### config.mk
export PLATFORM = sky130hd
export DESIGN_NAME = maxnet_engine_flat
export DESIGN_NICKNAME = d
export VERILOG_FILES = /design/src/rtl/maxnet_engine_if.sv /design/src/rtl/maxnet_engine.sv /design/src/flat_wrapper.sv
export SDC_FILE = /design/constraint.sdc
export NUM_CORES = 1
export LEC_CHECK = 0
export ABC_AREA = 0
export CORE_MARGIN = 2
export CORE_UTILIZATION = 65
export CTS_CLUSTER_DIAMETER = 200
export CTS_CLUSTER_SIZE = 12
export DETAILED_ROUTE_END_ITERATION = 12
export DONT_BUFFER_PORTS = 1
export GPL_TIMING_DRIVEN = 0
export HOLD_SLACK_MARGIN = 0.03
export PLACE_DENSITY = 0.86
export SYNTH_ARGS = -nofsm -noshare
export SYNTH_HDL_FRONTEND = slang
export SYNTH_SLANG_ARGS = --single-unit
export TNS_END_PERCENT = 30
### constraint.sdc
create_clock -name clk -period 28.7 [get_ports clk]
set_clock_uncertainty 0.15 [all_clocks]
set_input_delay 4.305 -clock clk [delete_from_list [all_inputs] [get_ports clk]]
set_output_delay 4.305 -clock clk [all_outputs]
set_load 0.01 [all_outputs]
### src/rtl/maxnet_engine_if.sv
// Request/result bundle between a Maxnet client and maxnet_engine.
// master: drives start/epsilon/a_in and observes busy/finish/results.
// slave : the engine side; it samples the request and drives the status and results.
interface maxnet_engine_if #(
  parameter int unsigned N        = 4,
  parameter int unsigned W        = 16,
  parameter int unsigned MAX_ITER = 255
);
  localparam int unsigned IDXW = (N > 1) ? $clog2(N) : 1;
  localparam int unsigned ITW  = $clog2(MAX_ITER + 1);

  logic            start;
  logic [W-1:0]    epsilon;
  logic [N*W-1:0]  a_in;
  logic            busy;
  logic            finish;
  logic [W-1:0]    out;
  logic [IDXW-1:0] winner;
  logic [ITW-1:0]  iter_count;
  logic            tie;
  logic            timeout;

  modport master (
    output start, epsilon, a_in,
    input  busy, finish, out, winner, iter_count, tie, timeout
  );

  modport slave (
    input  start, epsilon, a_in,
    output busy, finish, out, winner, iter_count, tie, timeout
  );
endinterface

### src/rtl/maxnet_engine.sv
// Fixed-point Maxnet winner-take-all engine.
// Each iteration applies a_i <- max(0, a_i - eps*sum_{j!=i} a_j) until at most
// one activation is non-zero. The engine then reports the winner, the iteration count and the tie/timeout status.
// Ports: clk, rst (sync, active-high); bus (slave) carries start/epsilon/a_in
// and busy/finish/out/winner/iter_count/tie/timeout, all registered.
module maxnet_engine #(
  parameter int unsigned N        = 4,
  parameter int unsigned W        = 16,
  parameter int unsigned F        = 8,
  parameter int unsigned MAX_ITER = 255
) (
  input  logic            clk,
  input  logic            rst,
  maxnet_engine_if.slave  bus
);
  localparam int unsigned IDXW = (N > 1) ? $clog2(N) : 1;
  localparam int unsigned ITW  = $clog2(MAX_ITER + 1);
  localparam int unsigned SW   = W + IDXW;   // lossless sum width
  localparam int unsigned PW   = W + SW;     // full product width
  localparam int unsigned QW   = PW - F;     // product after fraction shift

  localparam logic [1:0] ST_IDLE = 2'd0;
  localparam logic [1:0] ST_SUM  = 2'd1;
  localparam logic [1:0] ST_UPD  = 2'd2;
  localparam logic [1:0] ST_CHK  = 2'd3;

  logic [1:0]      state_q, state_d;
  logic [W-1:0]    a_q [N];
  logic [W-1:0]    a_d [N];
  logic [W-1:0]    shadow_q [N];
  logic [W-1:0]    shadow_d [N];
  logic [W-1:0]    eps_q, eps_d;
  logic [SW-1:0]   s_q, s_d;
  logic [IDXW-1:0] k_q, k_d;
  logic            busy_q, busy_d;
  logic            finish_q, finish_d;
  logic [W-1:0]    out_q, out_d;
  logic [IDXW-1:0] winner_q, winner_d;
  logic [ITW-1:0]  iter_q, iter_d;
  logic            tie_q, tie_d;
  logic            timeout_q, timeout_d;

  // Datapath helpers
  logic [SW-1:0]   sum_c;
  logic [W-1:0]    a_k_c;
  logic [SW-1:0]   diff_c;
  logic [PW-1:0]   prod_c;
  logic [QW-1:0]   p_c;
  logic [W-1:0]    upd_val_c;
  logic            any_nz_c;
  logic            multi_nz_c;
  logic [IDXW-1:0] first_idx_c;
  logic [ITW-1:0]  iter_inc_c;

  // State register
  always_ff @(posedge clk) begin
    if (rst) begin
      state_q   <= ST_IDLE;
      for (int i = 0; i < int'(N); i++) begin
        a_q[i]      <= '0;
        shadow_q[i] <= '0;
      end
      eps_q     <= '0;
      s_q       <= '0;
      k_q       <= '0;
      busy_q    <= 1'b0;
      finish_q  <= 1'b0;
      out_q     <= '0;
      winner_q  <= '0;
      iter_q    <= '0;
      tie_q     <= 1'b0;
      timeout_q <= 1'b0;
    end else begin
      state_q   <= state_d;
      a_q       <= a_d;
      shadow_q  <= shadow_d;
      eps_q     <= eps_d;
      s_q       <= s_d;
      k_q       <= k_d;
      busy_q    <= busy_d;
      finish_q  <= finish_d;
      out_q     <= out_d;
      winner_q  <= winner_d;
      iter_q    <= iter_d;
      tie_q     <= tie_d;
      timeout_q <= timeout_d;
    end
  end

  // Next-state, datapath and output logic
  always_comb begin
    state_d   = state_q;
    a_d       = a_q;
    shadow_d  = shadow_q;
    eps_d     = eps_q;
    s_d       = s_q;
    k_d       = k_q;
    busy_d    = busy_q;
    finish_d  = 1'b0;
    out_d     = out_q;
    winner_d  = winner_q;
    iter_d    = iter_q;
    tie_d     = tie_q;
    timeout_d = timeout_q;

    sum_c = '0;
    for (int i = 0; i < int'(N); i++) sum_c = sum_c + SW'(a_q[i]);

    // One channel per UPD cycle, always from the committed activations
    a_k_c     = a_q[k_q];
    diff_c    = s_q - SW'(a_k_c);
    prod_c    = PW'(eps_q) * PW'(diff_c);
    p_c       = QW'(prod_c >> F);
    upd_val_c = (p_c >= QW'(a_k_c)) ? '0 : (a_k_c - W'(p_c));

    // Survivor scan over the freshly computed shadow values
    any_nz_c    = 1'b0;
    multi_nz_c  = 1'b0;
    first_idx_c = '0;
    for (int i = 0; i < int'(N); i++) begin
      if (shadow_q[i] != '0) begin
        if (any_nz_c) multi_nz_c = 1'b1;
        else          first_idx_c = IDXW'(i);
        any_nz_c = 1'b1;
      end
    end
    iter_inc_c = iter_q + ITW'(1);

    case (state_q)
      ST_IDLE: begin
        if (bus.start) begin
          for (int i = 0; i < int'(N); i++) a_d[i] = bus.a_in[i*W +: W];
          eps_d     = bus.epsilon;
          iter_d    = '0;
          tie_d     = 1'b0;
          timeout_d = 1'b0;
          busy_d    = 1'b1;
          state_d   = ST_SUM;
        end
      end
      ST_SUM: begin
        s_d     = sum_c;
        k_d     = '0;
        state_d = ST_UPD;
      end
      ST_UPD: begin
        shadow_d[k_q] = upd_val_c;
        if (k_q == IDXW'(N - 1)) state_d = ST_CHK;
        else                     k_d = k_q + IDXW'(1);
      end
      ST_CHK: begin
        a_d    = shadow_q;
        iter_d = iter_inc_c;
        if (!multi_nz_c) begin
          // Single survivor, or all collapsed (first_idx_c is 0 then)
          out_d     = any_nz_c ? shadow_q[first_idx_c] : '0;
          winner_d  = first_idx_c;
          tie_d     = !any_nz_c;
          timeout_d = 1'b0;
          finish_d  = 1'b1;
          busy_d    = 1'b0;
          state_d   = ST_IDLE;
        end else if (iter_inc_c == ITW'(MAX_ITER)) begin
          out_d     = shadow_q[first_idx_c];
          winner_d  = first_idx_c;
          tie_d     = 1'b0;
          timeout_d = 1'b1;
          finish_d  = 1'b1;
          busy_d    = 1'b0;
          state_d   = ST_IDLE;
        end else begin
          state_d = ST_SUM;
        end
      end
      default: state_d = ST_IDLE;
    endcase
  end

  assign bus.busy       = busy_q;
  assign bus.finish     = finish_q;
  assign bus.out        = out_q;
  assign bus.winner     = winner_q;
  assign bus.iter_count = iter_q;
  assign bus.tie        = tie_q;
  assign bus.timeout    = timeout_q;
endmodule

### src/flat_wrapper.sv
// flat-port wrapper written by rule: the top's interface ports become plain ports
module maxnet_engine_flat 
#(
  parameter int unsigned N        = 4,
  parameter int unsigned W        = 16,
  parameter int unsigned F        = 8,
  parameter int unsigned MAX_ITER = 255
)
  (clk, rst, bus_start, bus_epsilon, bus_a_in, bus_busy, bus_finish, bus_out, bus_winner, bus_iter_count, bus_tie, bus_timeout);
  maxnet_engine_if #(.N(N), .W(W), .MAX_ITER(MAX_ITER)) bus_i ();
  input  logic clk;
  input  logic rst;
  input wire logic [$bits(bus_i.start)-1:0] bus_start;
  input wire logic [$bits(bus_i.epsilon)-1:0] bus_epsilon;
  input wire logic [$bits(bus_i.a_in)-1:0] bus_a_in;
  output wire logic [$bits(bus_i.busy)-1:0] bus_busy;
  output wire logic [$bits(bus_i.finish)-1:0] bus_finish;
  output wire logic [$bits(bus_i.out)-1:0] bus_out;
  output wire logic [$bits(bus_i.winner)-1:0] bus_winner;
  output wire logic [$bits(bus_i.iter_count)-1:0] bus_iter_count;
  output wire logic [$bits(bus_i.tie)-1:0] bus_tie;
  output wire logic [$bits(bus_i.timeout)-1:0] bus_timeout;
  assign bus_i.start = bus_start;
  assign bus_i.epsilon = bus_epsilon;
  assign bus_i.a_in = bus_a_in;
  assign bus_busy = bus_i.busy;
  assign bus_finish = bus_i.finish;
  assign bus_out = bus_i.out;
  assign bus_winner = bus_i.winner;
  assign bus_iter_count = bus_i.iter_count;
  assign bus_tie = bus_i.tie;
  assign bus_timeout = bus_i.timeout;
  maxnet_engine #(.N(N), .W(W), .F(F), .MAX_ITER(MAX_ITER)) u_core (.clk(clk), .rst(rst), .bus(bus_i));
endmodule
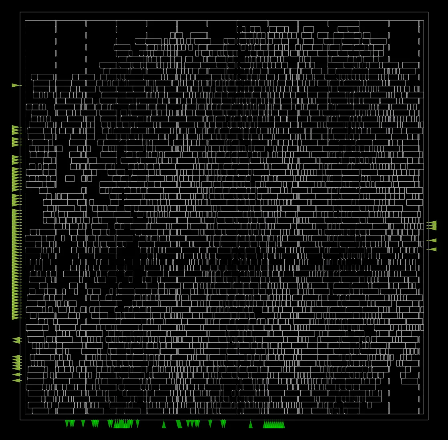
Figure 1: run 1, placed standard cells.
number of sequential storage elements: 196
row count: 66
register fraction of the total cell area: 17.3%
fill cell count: 2551

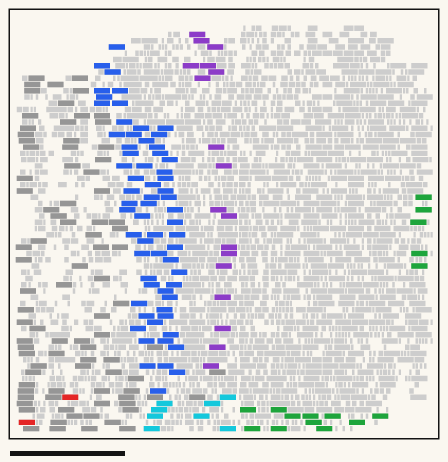
Figure 2: run 1, where the registers sit.
The bar under the picture is 50 µm long. Other sequential cells in the stronger gray, the rest of the logic in the fainter gray.
purple -> `u_core.s_q`  # sequential cells 18
green -> `u_core.eps_q`  # sequential cells 16
red -> `u_core.bus.winner`  # sequential cells 2
cyan -> `u_core.bus.iter_count`  # sequential cells 8, where south
blue -> `u_core.a_q`  # sequential cells 64
register cell area after layout: 3920 µm²
utilization of the core after routing: 69.5%

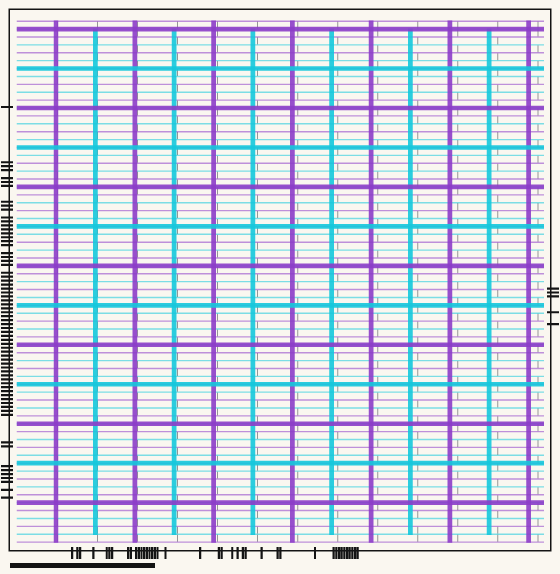
Figure 3: run 1, PDN straps and rails.
The bar under the picture is 50 µm long. Pins as bars on the die edge. Tap cells in gray.
purple -> VSS
cyan -> VDD
tap cells = 442
met5 straps = 13
die y size: 186 µm

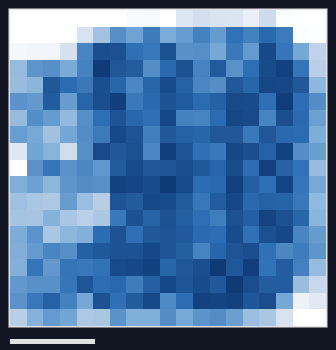
Figure 4: run 1, cell density map.
The bar under the picture is 50 µm long. The die is cut into 19 by 19 equal tiles; white is low, dark blue is high, 0 to 100% covered.
nearly empty tiles = 5.5%
fullest tile = 97%
tiles over 75% full = 44%
emptiest ninth of the die = north-west
mean over tiles = 64%
fraction of the core area occupied by cells at floorplan: 66.1%
core box area: 32600 µm²

run 1: logic make-up (layout without fill, tap and decap cells):
kind of cell | Yosys count | in the layout
compound gates | 439 | 439
xor+xnor | 81 | 81
fa+ha+maj | 435 | 435
buf+inv | 507 | 538
flops | 196 | 196
mux | 104 | 104
simple gates | 757 | 757
run 1: cell type report:
cell class	count	area, µm²
multi-input combinational	1816	15700
sequential	196	3920
clock inverter	12	120
buffer	129	549
tap	442	553
clock buffer	19	453
inverter	378	1420
fill	2551	9940
run 1: metal layers:
layer / part of all wire [%] / GRT usage, % / vias to the layer above
li1: - / - / 8286
met1: 36 / 45.2 / 8857
met2: 47 / 66.6 / 962
met3: 8.6 / 9.14 / 277
met4: 8.2 / 27.7 / 2
met5: 0.017 / 0 / -
run 1: per-stage QoR:
step	instance area [µm²]	cells	hold WS (ns)	utilization (%)
after floorplan	21600	2519	0.310	-
after global placement	22100	2961	0.327	67.8
after detailed placement	22100	2961	0.335	67.8
after CTS	22700	2992	0.345	69.5
after global routing	22700	2992	0.365	69.5
final	22700	2992	0.349	69.5
run 1: worst paths after layout:
kind                                           from             endpoint  slack (ns)
worst min-delay path            u_core.shadow_q[39]  u_core.shadow_q[39]        0.35
worst max register to register        u_core.k_q[0]  u_core.shadow_q[51]       13.96
worst min register to register  u_core.shadow_q[39]  u_core.shadow_q[39]        0.35
worst max-delay path                  u_core.k_q[0]  u_core.shadow_q[51]       13.96
run 1: registers in the layout, indices dropped and copies added (netlist names), 2 cells and up:
register,cells
u_core.a_q,64
u_core.shadow_q,64
u_core.s_q,18
u_core.bus.out,16
u_core.eps_q,16
u_core.bus.iter_count,8
u_core.bus.winner,2
u_core.k_q,2
u_core.state_q,2
run 1: worst max-delay path, delay by kind of cell (launching register included):
kind            cells  cell delay [ns]
buf+inv            10             2.75
simple gates        7             1.24
flops               1             0.39
fa+ha+maj           9             4.14
xor+xnor            1             0.25
mux                 1             0.62
compound gates     17             5.07
run 1: cells in the final DEF (no fill, tap or decap), types with 12 or more instances in the layout:
cell type  instances
a211oi_1          79
a21o_1            36
a21oi_1          117
and2_1           105
clkbuf_1         109
clkbuf_16         17
dfxtp_1          196
fa_1             241
ha_1             193
inv_1            378
mux2i_1           88
mux4_2            16
nand2_1          307
nand2b_1          24
nand3_1           18
nor2_1           170
nor2b_1           35
nor3_1            23
nor4_1            18
o211ai_1          15
o21a_1            12
o21ai_0           58
o31ai_1           66
xnor2_1           52
xor2_1            29
==> impl_metrics.yaml, run 1 <==
# flow metrics
run_status:
  run_status: "finished, final reports clean"
worst_setup_path:
  critPathArrivalTime_ns: 14.94
  cp_data_required_time_ns: 28.90
  critPathKind: "reg2reg"
  max_stage_delay_ns: 1.08
  rr_worst_depth: 45
  critical_path.slowest_cell: "a311oi_1"
  worst_path_most_repeated_cell: "fa_1"
  critical_path.max_fanout: 10
  critical_path.endpoint_type: "flop"
  setup.worst_path.start_class: "flop"
synthesis:
  post_synth_inst_count: 2519
  ys.warnings.count: 0
  main_area_contributors_after_synthesis: "fa_1 (22%), dfxtp_1 (18%), ha_1 (11%), inv_1 (6.6%), nand2_1 (5.3%)"
  muxShareOfSynthArea_pct: 5.76
  postSynth.topFlopCell: "dfxtp_1"
  netlist_area_um2: 21600
  yosys.cell_types.count: 68
  post-synth-top-area-cell: "fa_1"
  synthXorXnorAreaFrac_pct: 3.29
  number_of_enable_flip_flop_cells: 0
  netlist_top_cells_count: "inv_1 (378), nand2_1 (307), fa_1 (241)"
  synthTopLogicFamily: "adder cells"
  simple_gate_area_share_pct: 16.4
  synth_flop_count: 196
  synth_nets: 3036
  synthesis.area_per_instance_um2: 8.56
  synth-compound-area-share_pct: 13.6
  ys_async_sr_fraction_pct: 0
  ys_seq_share_pct: 18.2
  synth_dominant_cell_count: "inv_1"
  top_cell_area_share_pct: 22.4
  ys_area_um2: 21600
  synth.yosys.num_cells: 2519
  synth.cellmix.adderShare_pct: 33.6
cts:
  tritoncts: "built"
  clock_latency_ns: 0.45
  postCtsResizedCells: 0
  cts_htree_levels: 4
  cts_max_path_buffers: 2
  cts_buffers: 17
  clk_pin_slew_ns: 0.08
  postCtsSetupRepairBufs: 0
  clock-root-buffer: "clkbuf_16"
  post_cts_hold_buffer_count: 0
  numClockSinks: 196
final_layout:
  layout_cells_sized_above_1_pct: 3.10
  final_nets: 3055
  n_antenna_cell: 0
  synthToLayoutAreaGrowth_pct: 5.22
final_timing:
  slew_violations: 0
  finalCritPeriodShare_pct: 51.4
  post-route-min-period_ns: 14.74
  tns_ns: 0
  hold_violations: 0
  fmax_mhz: 67.8
  finalSetupViolCount: 0
  rsz_0062_raised_after_global_routing: "no"
  relSlewSlack_pct: 8.91
  setup_ws_ns: 13.96
  tightestPinTransition_ns: 1.36
detailed_routing:
  post_detailed_route_wirelength_per_cell_um: 21.8
  final_wl_um: 65300
  drtAntennaViolNets: 0
  detail_route.drc_violations: 0
  route.detailed.vias_per_inst: 6.14
  detailedRoute.firstPassIterationCount: 5
  via_count: 18400
  dr.first_iter.drc_count: 1535
run:
  max_cap_viol_count: 0
  stage_log_warnings: 49
place:
  place.gp.congestion: 1.08
  io_buffers: 0
  post-place-ws_ns: 14.13
  place_hpwl_um: 53100
floorplan:
  floorplan.die_area_um2: 34600
  die_w_um: 186
  num_io_pins: 113
worst_hold_path:
  worstHoldPathType: "reg2reg"
  worstHoldPathCells: 2
global_route:
  number_of_global_route_vias_before_repair: 19600
  antenna_violations_before_repair: 1
  grt_max_degree: 19
  grt_first_pass_wirelength_um: 104000
  global_route.usage.total_pct: 39.8
  grt_remaining_overflow: 0
==> run 2: changes to the inputs <==
--- a/config.mk
+++ b/config.mk
@@ -7,14 +7,14 @@
 export LEC_CHECK = 0
 export ABC_AREA = 0
 export CORE_MARGIN = 2
-export CORE_UTILIZATION = 65
+export CORE_UTILIZATION = 60
 export CTS_CLUSTER_DIAMETER = 200
 export CTS_CLUSTER_SIZE = 12
 export DETAILED_ROUTE_END_ITERATION = 12
 export DONT_BUFFER_PORTS = 1
 export GPL_TIMING_DRIVEN = 0
 export HOLD_SLACK_MARGIN = 0.03
-export PLACE_DENSITY = 0.86
+export PLACE_DENSITY = 0.84
 export SYNTH_ARGS = -nofsm -noshare
 export SYNTH_HDL_FRONTEND = slang
 export SYNTH_SLANG_ARGS = --single-unit
==> constraint.sdc (replaced) <==
create_clock -name clk -period 12 [get_ports clk]
set_clock_uncertainty 0.15 [all_clocks]
set_input_delay 1.8 -clock clk [delete_from_list [all_inputs] [get_ports clk]]
set_output_delay 1.8 -clock clk [all_outputs]
set_load 0.01 [all_outputs]
==> run 2 against run 1 <==
Sequential cell count unchanged. Largest cell class unchanged. Global-route usage fell by 4.5 points. Register-to-register slack got worse by 14 ns. Setup slack got worse by 14 ns.
==> impl_metrics.yaml, run 2 <==
# flow metrics
cts:
  clock-root-buffer: "clkbuf_16"
  clock_latency_ns: 0.45
  tritoncts: "built"
  clk_pin_slew_ns: 0.08
  cts_htree_levels: 4
  cts_buffers: 17
  post_cts_hold_buffer_count: 0
  cts_max_path_buffers: 2
  numClockSinks: 196
worst_setup_path:
  cp_data_required_time_ns: 12.21
  setup.worst_path.start_class: "flop"
  critical_path.endpoint_type: "flop"
  crit_buf_inv: 8
  cpLargestDelayFamily: "adder cells"
  r2r-end: "u_core.shadow_q[18]"
  r2r-start: "u_core.k_q[0]"
  worst_path_most_repeated_cell: "fa_1"
  critical_path.slowest_cell: "a2111oi_1"
  max_stage_delay_ns: 0.69
  critical_path.max_fanout: 10
  critPathKind: "reg2reg"
  reg2reg_setup_slack_ns: 0.34
  rr_worst_depth: 37
  critPathArrivalTime_ns: 11.86
detailed_routing:
  via_count: 18500
  post_detailed_route_wirelength_per_cell_um: 21.8
  final_wl_um: 66200
  route.detailed.vias_per_inst: 6.08
  drtAntennaViolNets: 0
  detail_route.drc_violations: 0
  detailedRoute.firstPassIterationCount: 6
  dr.first_iter.drc_count: 1434
floorplan:
  fp-row-count: 69
  chipHeight_um: 194
  floorplan.die_area_um2: 37500
  core_um2: 35500
  die_w_um: 194
synthesis:
  synth.yosys.num_cells: 2519
  ys_area_um2: 21600
  main_area_contributors_after_synthesis: "fa_1 (22%), dfxtp_1 (18%), ha_1 (11%), inv_1 (6.6%), nand2_1 (5.3%)"
  synth_flop_count: 196
  postSynth.topFlopCell: "dfxtp_1"
  netlist_area_um2: 21600
  netlist_top_cells_count: "inv_1 (378), nand2_1 (307), fa_1 (241)"
  synth_dominant_cell_count: "inv_1"
  ys.warnings.count: 0
  ys_seq_share_pct: 18.2
  yosys.cell_types.count: 68
  post-synth-top-area-cell: "fa_1"
  synth_nets: 3036
  number_of_enable_flip_flop_cells: 0
  ys_async_sr_fraction_pct: 0
  synthesis.area_per_instance_um2: 8.56
  post_synth_inst_count: 2519
final_layout:
  layout_cells_sized_above_1_pct: 5.56
  synthToLayoutAreaGrowth_pct: 7.40
  layout_top_cells_excl_fill_tap: "inv_1 (378), nand2_1 (307), fa_1 (241)"
  post-route-cell-area_um2: 23100
  largest_regs: "u_core.a_q: 64 flops, u_core.shadow_q: 64 flops, u_core.s_q: 18 flops"
  final_nets: 3078
  fillCellCount: 2869
  final_layout_top_logic_cell: "inv_1"
  n_antenna_cell: 0
global_route:
  grt_max_degree: 19
  number_of_global_route_vias_before_repair: 19100
  antenna_violations_before_repair: 0
  grt_first_pass_wirelength_um: 104000
  global_route.usage.total_pct: 35.4
  grt_remaining_overflow: 0
worst_hold_path:
  worstHoldPathType: "reg2reg"
  hp-start: "u_core.shadow_q[6]"
  worstHoldPathCells: 2
  worstHoldEndpoint: "u_core.shadow_q[6]"
final_timing:
  finalSetupViolCount: 0
  slew_violations: 0
  hold_violations: 0
  relSlewSlack_pct: 36.0
  post-route-min-period_ns: 11.66
  finalCritPeriodShare_pct: 97.1
  fmax_mhz: 85.8
  tns_ns: 0
place:
  number_of_placed_cells_counting_well_taps: 2980
  place_hpwl_um: 54200
  placedInstanceArea_um2: 22100
  place.gp.congestion: 1.01
run:
  stage_log_warnings: 49
  max_cap_viol_count: 0
run_status:
  run_status: "finished, final reports clean"
run 2: layout make-up:
class | count | area [µm²] | share of cell area (%)
flip-flops and latches | 196 | 3930 | 17.0
clock inverters | 12 | 115 | 0.497
clock buffers | 20 | 457 | 1.97
well taps | 461 | 577 | 2.49
multi-input cells | 1816 | 15900 | 68.5
inverters | 378 | 1420 | 6.13
repair buffers | 23 | 185 | 0.800
plain buffers | 129 | 621 | 2.68
run 2: cells by family (layout without fill, tap and decap cells):
group | count (synthesis) | after routing | synth area share (%)
AOI/OAI and AO/OA | 439 | 439 | 13.6
xor gates and xnor gates | 81 | 81 | 3.29
adders and majority gates | 435 | 435 | 33.6
buffers and inverters | 507 | 562 | 9.13
DFF | 196 | 196 | 18.2
muxes | 104 | 104 | 5.76
and+or+nand+nor | 757 | 757 | 16.4
run 2: what timing repair did:
item                                    CTS  global route
endpoints found under the setup margin   64            64
pin swaps                                 4            12
gates resized                            37            43
buffers inserted                          4            19
run 2: per-stage QoR:
stage	setup WS [ns]	hold WS (ns)
2_1_floorplan	0.391	0.310
3_3_place_gp	-1.87	0.329
3_5_place_dp	-2.16	0.335
4_1_cts	0.0262	0.347
5_1_grt	-0.0774	0.366
6_report	0.344	0.349
run 2: per-layer routing:
| metal | track usage [%] | up-vias | wire, µm |
|---|---|---|---|
| met5 | 0 | - | 0 |
| met4 | 18.3 | 0 | 4040 |
| met3 | 7.98 | 240 | 5780 |
| met2 | 61.8 | 930 | 32300 |
| met1 | 40.5 | 8963 | 24200 |
| li1 | - | 8332 | - |
run 2: worst reg2reg max path, delay by kind of cell, from the launching register on:
kind | cells | cell delay [ns]
and+or+nand+nor | 5 | 1.12
muxes | 1 | 0.58
adders and majority gates | 9 | 3.98
AOI/OAI and AO/OA | 12 | 3.29
buffers and inverters | 8 | 1.43
xor gates and xnor gates | 2 | 0.68
DFF | 1 | 0.37
run 2: worst max path at each step:
stage,depth (start not counted),from,end
after detailed placement,45,u_core.k_q[0],u_core.shadow_q[9]
after global placement,45,u_core.k_q[0],u_core.shadow_q[7]
final,37,u_core.k_q[0],u_core.shadow_q[18]
after global routing,44,u_core.k_q[0],u_core.shadow_q[36]
after CTS,41,u_core.k_q[0],u_core.shadow_q[0]
after floorplan,45,u_core.k_q[0],u_core.shadow_q[10]
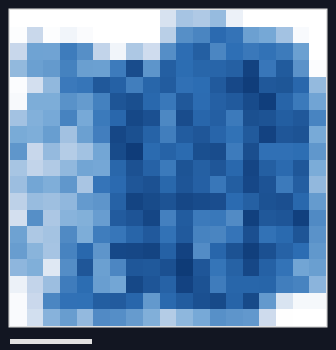
Figure 5: run 2, cell density map.
The bar under the picture is 50 µm long. The die is cut into 19 by 19 equal tiles; white is low, dark blue is high, 0 to 100% covered.
tiles over 75% full = 41%
mean over tiles = 60%
emptiest ninth of the die = north-west
nearly empty tiles = 7.5%
fullest tile = 96%
fraction of the core area occupied by cells at floorplan: 60.7%
utilization of the core after routing: 65.2%

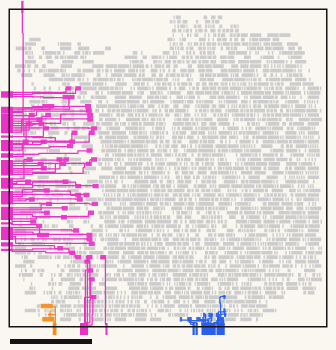
Figure 6: run 2, wires at chosen ports, followed through buffers.
The bar under the picture is 50 µm long.
blue -> `bus_epsilon`  # bits 16, direction input, edge south, end cells 16, buffers 0, wire 157 µm
magenta -> `bus_a_in`  # bits 64, direction input, edge 57 west, 6 south, 1 north, end cells 64, buffers 0, wire 2330 µm
orange -> `bus_winner`  # bits 2, direction output, edge south, end cells 2, buffers 0, wire 27.4 µm
top-level I/O count: 113
Buffers on Ports: 0

==> run 3: changes to the inputs <==
--- a/config.mk
+++ b/config.mk
@@ -7,14 +7,14 @@
 export LEC_CHECK = 0
 export ABC_AREA = 0
 export CORE_MARGIN = 2
-export CORE_UTILIZATION = 60
+export CORE_UTILIZATION = 65
 export CTS_CLUSTER_DIAMETER = 200
 export CTS_CLUSTER_SIZE = 12
 export DETAILED_ROUTE_END_ITERATION = 12
 export DONT_BUFFER_PORTS = 1
 export GPL_TIMING_DRIVEN = 0
 export HOLD_SLACK_MARGIN = 0.03
-export PLACE_DENSITY = 0.84
+export PLACE_DENSITY = 0.86
 export SYNTH_ARGS = -nofsm -noshare
 export SYNTH_HDL_FRONTEND = slang
 export SYNTH_SLANG_ARGS = --single-unit
==> constraint.sdc (replaced) <==
create_clock -name clk -period 12.65 [get_ports clk]
set_clock_uncertainty 0.15 [all_clocks]
set_input_delay 1.8975 -clock clk [delete_from_list [all_inputs] [get_ports clk]]
set_output_delay 1.8975 -clock clk [all_outputs]
set_load 0.01 [all_outputs]
==> run 3 against run 2 <==
Critical path depth is 8 higher. Area after synthesis stayed put. Global-route usage is 4.6 points higher. Maximum frequency is 5.4% lower. Routed wire length is 0.94% lower. Sequential share of layout area is 0.20 points higher. Utilization is 4.9 points higher. Sequential cell count stayed put. Final cell count is 1.3% lower. Register-to-register slack worse by 0.02 ns. Critical path type unchanged. Critical endpoint is now u_core.shadow_q[51].
==> impl_metrics.yaml, run 3 <==
# flow metrics
final_layout:
  sequential_cell_area_um2: 3920
  final_nets: 3057
  largest_regs: "u_core.a_q: 64 flops, u_core.shadow_q: 64 flops, u_core.s_q: 18 flops"
  post-route-cell-area_um2: 22900
  layout_top_cells_excl_fill_tap: "inv_1 (378), nand2_1 (307), fa_1 (241)"
  layout_cells_sized_above_1_pct: 4.27
  multiInputGateArea_um2: 15800
synthesis:
  synth_nets: 3036
  ys_seq_share_pct: 18.2
  post_synth_inst_count: 2519
  synth_dominant_cell_count: "inv_1"
  number_of_enable_flip_flop_cells: 0
  main_area_contributors_after_synthesis: "fa_1 (22%), dfxtp_1 (18%), ha_1 (11%), inv_1 (6.6%), nand2_1 (5.3%)"
  post-synth-top-area-cell: "fa_1"
  yosys.cell_types.count: 68
  synth_flop_count: 196
  ys_area_um2: 21600
  synthesis.area_per_instance_um2: 8.56
  synth.yosys.num_cells: 2519
  netlist_top_cells_count: "inv_1 (378), nand2_1 (307), fa_1 (241)"
  netlist_area_um2: 21600
  ys.warnings.count: 0
detailed_routing:
  drtAntennaViolNets: 0
  post_detailed_route_wirelength_per_cell_um: 21.9
  detail_route.drc_violations: 0
  via_count: 18400
  route.detailed.vias_per_inst: 6.14
  detailedRoute.firstPassIterationCount: 6
  final_wl_um: 65600
  dr.first_iter.drc_count: 1570
run:
  max_cap_viol_count: 0
  stage_log_warnings: 49
final_timing:
  fmax_mhz: 81.1
  slew_violations: 0
  tns_ns: 0
  hold_violations: 0
  finalSetupViolCount: 0
  relSlewSlack_pct: 27.1
  post-route-min-period_ns: 12.33
worst_setup_path:
  setup.worst_path.start_class: "flop"
  critPathArrivalTime_ns: 12.53
  critical_path.endpoint_type: "flop"
  max_stage_delay_ns: 0.58
  rr_worst_depth: 45
  cp_data_required_time_ns: 12.86
  worst_path_most_repeated_cell: "fa_1"
  critical_path.slowest_cell: "fa_1"
worst_hold_path:
  worstHoldPathType: "reg2reg"
  worstHoldPathCells: 2
cts:
  cts_max_path_buffers: 2
  cts_buffers: 17
  clock-root-buffer: "clkbuf_16"
  clk_pin_slew_ns: 0.08
  tritoncts: "built"
  numClockSinks: 196
  cts_htree_levels: 4
  clock_latency_ns: 0.46
floorplan:
  core_um2: 32600
  floorplan.die_area_um2: 34600
  fp-row-count: 66
  num_io_pins: 113
  die_w_um: 186
  chipHeight_um: 186
place:
  place.gp.congestion: 1.08
  io_buffers: 0
  number_of_placed_cells_counting_well_taps: 2961
  place_hpwl_um: 53100
  placedInstanceArea_um2: 22100
global_route:
  grt_first_pass_wirelength_um: 105000
  antenna_violations_before_repair: 0
  global_route.usage.total_pct: 40.0
  number_of_global_route_vias_before_repair: 19500
  grt_remaining_overflow: 0
  grt_max_degree: 19
run_status:
  run_status: "finished, final reports clean"
==> run 3: cell counts after synthesis <==
No cell type changed its count.
==> run 3: path summary, 6_finish.rpt <==
kind	slack [ns]	endpoint	start
min reg2reg	0.35	u_core.shadow_q[39]	u_core.shadow_q[39]
min	0.35	u_core.shadow_q[39]	u_core.shadow_q[39]
max	0.32	u_core.shadow_q[51]	u_core.k_q[1]
max reg2reg	0.32	u_core.shadow_q[51]	u_core.k_q[1]
==> run 3: timing repair <==
| action | CTS | global route |
|---|---|---|
| pin swaps | 1 | 2 |
| buffers inserted | 1 | 1 |
| setup endpoints to repair | 64 | 64 |
| resized | 21 | 37 |
==> run 3: per-layer routing <==
layer | vias to the layer above | global-route usage, % | wire length, µm
met5 | - | 0 | 0
li1 | 8289 | - | -
met2 | 957 | 67.1 | 30800
met3 | 286 | 8.84 | 5540
met1 | 8869 | 45.7 | 23900
met4 | 0 | 27.0 | 5310
==> run 3: metrics by stage <==
step | hold WS (ns) | setup slack (ns)
finish | 0.347 | 0.323
global route | 0.365 | 0.0181
CTS | 0.345 | 0.0130
detailed placement | 0.335 | -1.92
global placement | 0.327 | -1.66
floorplan | 0.310 | 1.04
==> run 3: kinds of logic after synthesis <==
| group | Yosys count | synth area share [%] |
|---|---|---|
| xor gates and xnor gates | 81 | 3.29 |
| AOI/OAI and AO/OA | 439 | 13.6 |
| and+or+nand+nor | 757 | 16.4 |
| buffers and inverters | 507 | 9.13 |
| muxes | 104 | 5.76 |
| adders and majority gates | 435 | 33.6 |
| DFF | 196 | 18.2 |
==> run 3: layout make-up <==
cell class                      count  share of cell area [%]
Timing Repair Buffer                2                  0.0656
Inverter                          378                    6.20
Sequential cell                   196                    17.2
Clock buffer                       19                    1.98
Multi-Input combinational cell   1816                    69.1
Clock inverter                     12                   0.525
Antenna cell                        1                  0.0109
Buffer                            129                    2.56
Tap cell                          442                    2.42
==> run 3: critical path: cells and delay by family (launching register included) <==
kind / cells / cell delay, ns
adder cells (fa/ha/maj): 9 / 4.17
AND/OR/NAND/NOR: 8 / 1.50
flip-flops: 1 / 0.39
buffers and inverters: 10 / 1.78
XOR/XNOR: 2 / 0.49
AND-OR/OR-AND: 15 / 3.37
multiplexers: 1 / 0.35
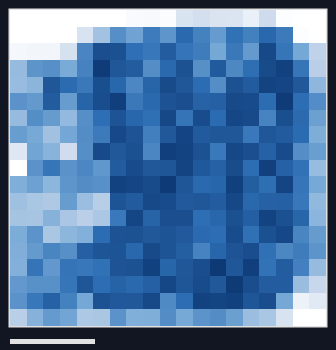
Figure 7: run 3, cell density map.
The bar under the picture is 50 µm long. The die is cut into 19 by 19 equal tiles; white is low, dark blue is high, 0 to 100% covered.
fullest tile = 97%
tiles over 75% full = 47%
emptiest ninth of the die = north-west
nearly empty tiles = 5.5%
fraction of the core area occupied by cells at floorplan: 66.1%
utilization of the core after routing: 70.1%

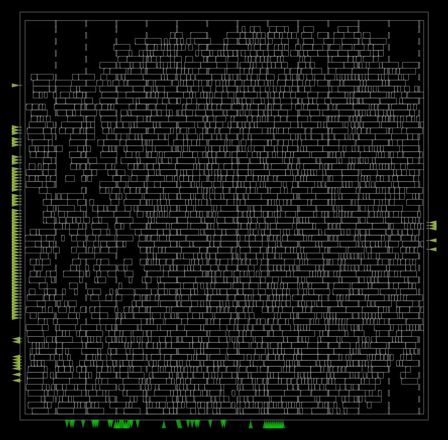
Figure 8: run 3, placed standard cells.
Tapcell Cnt: 442
register fraction of the total cell area: 17.2%
fill cell count: 2512
Final Non-Filler Cells: 2995

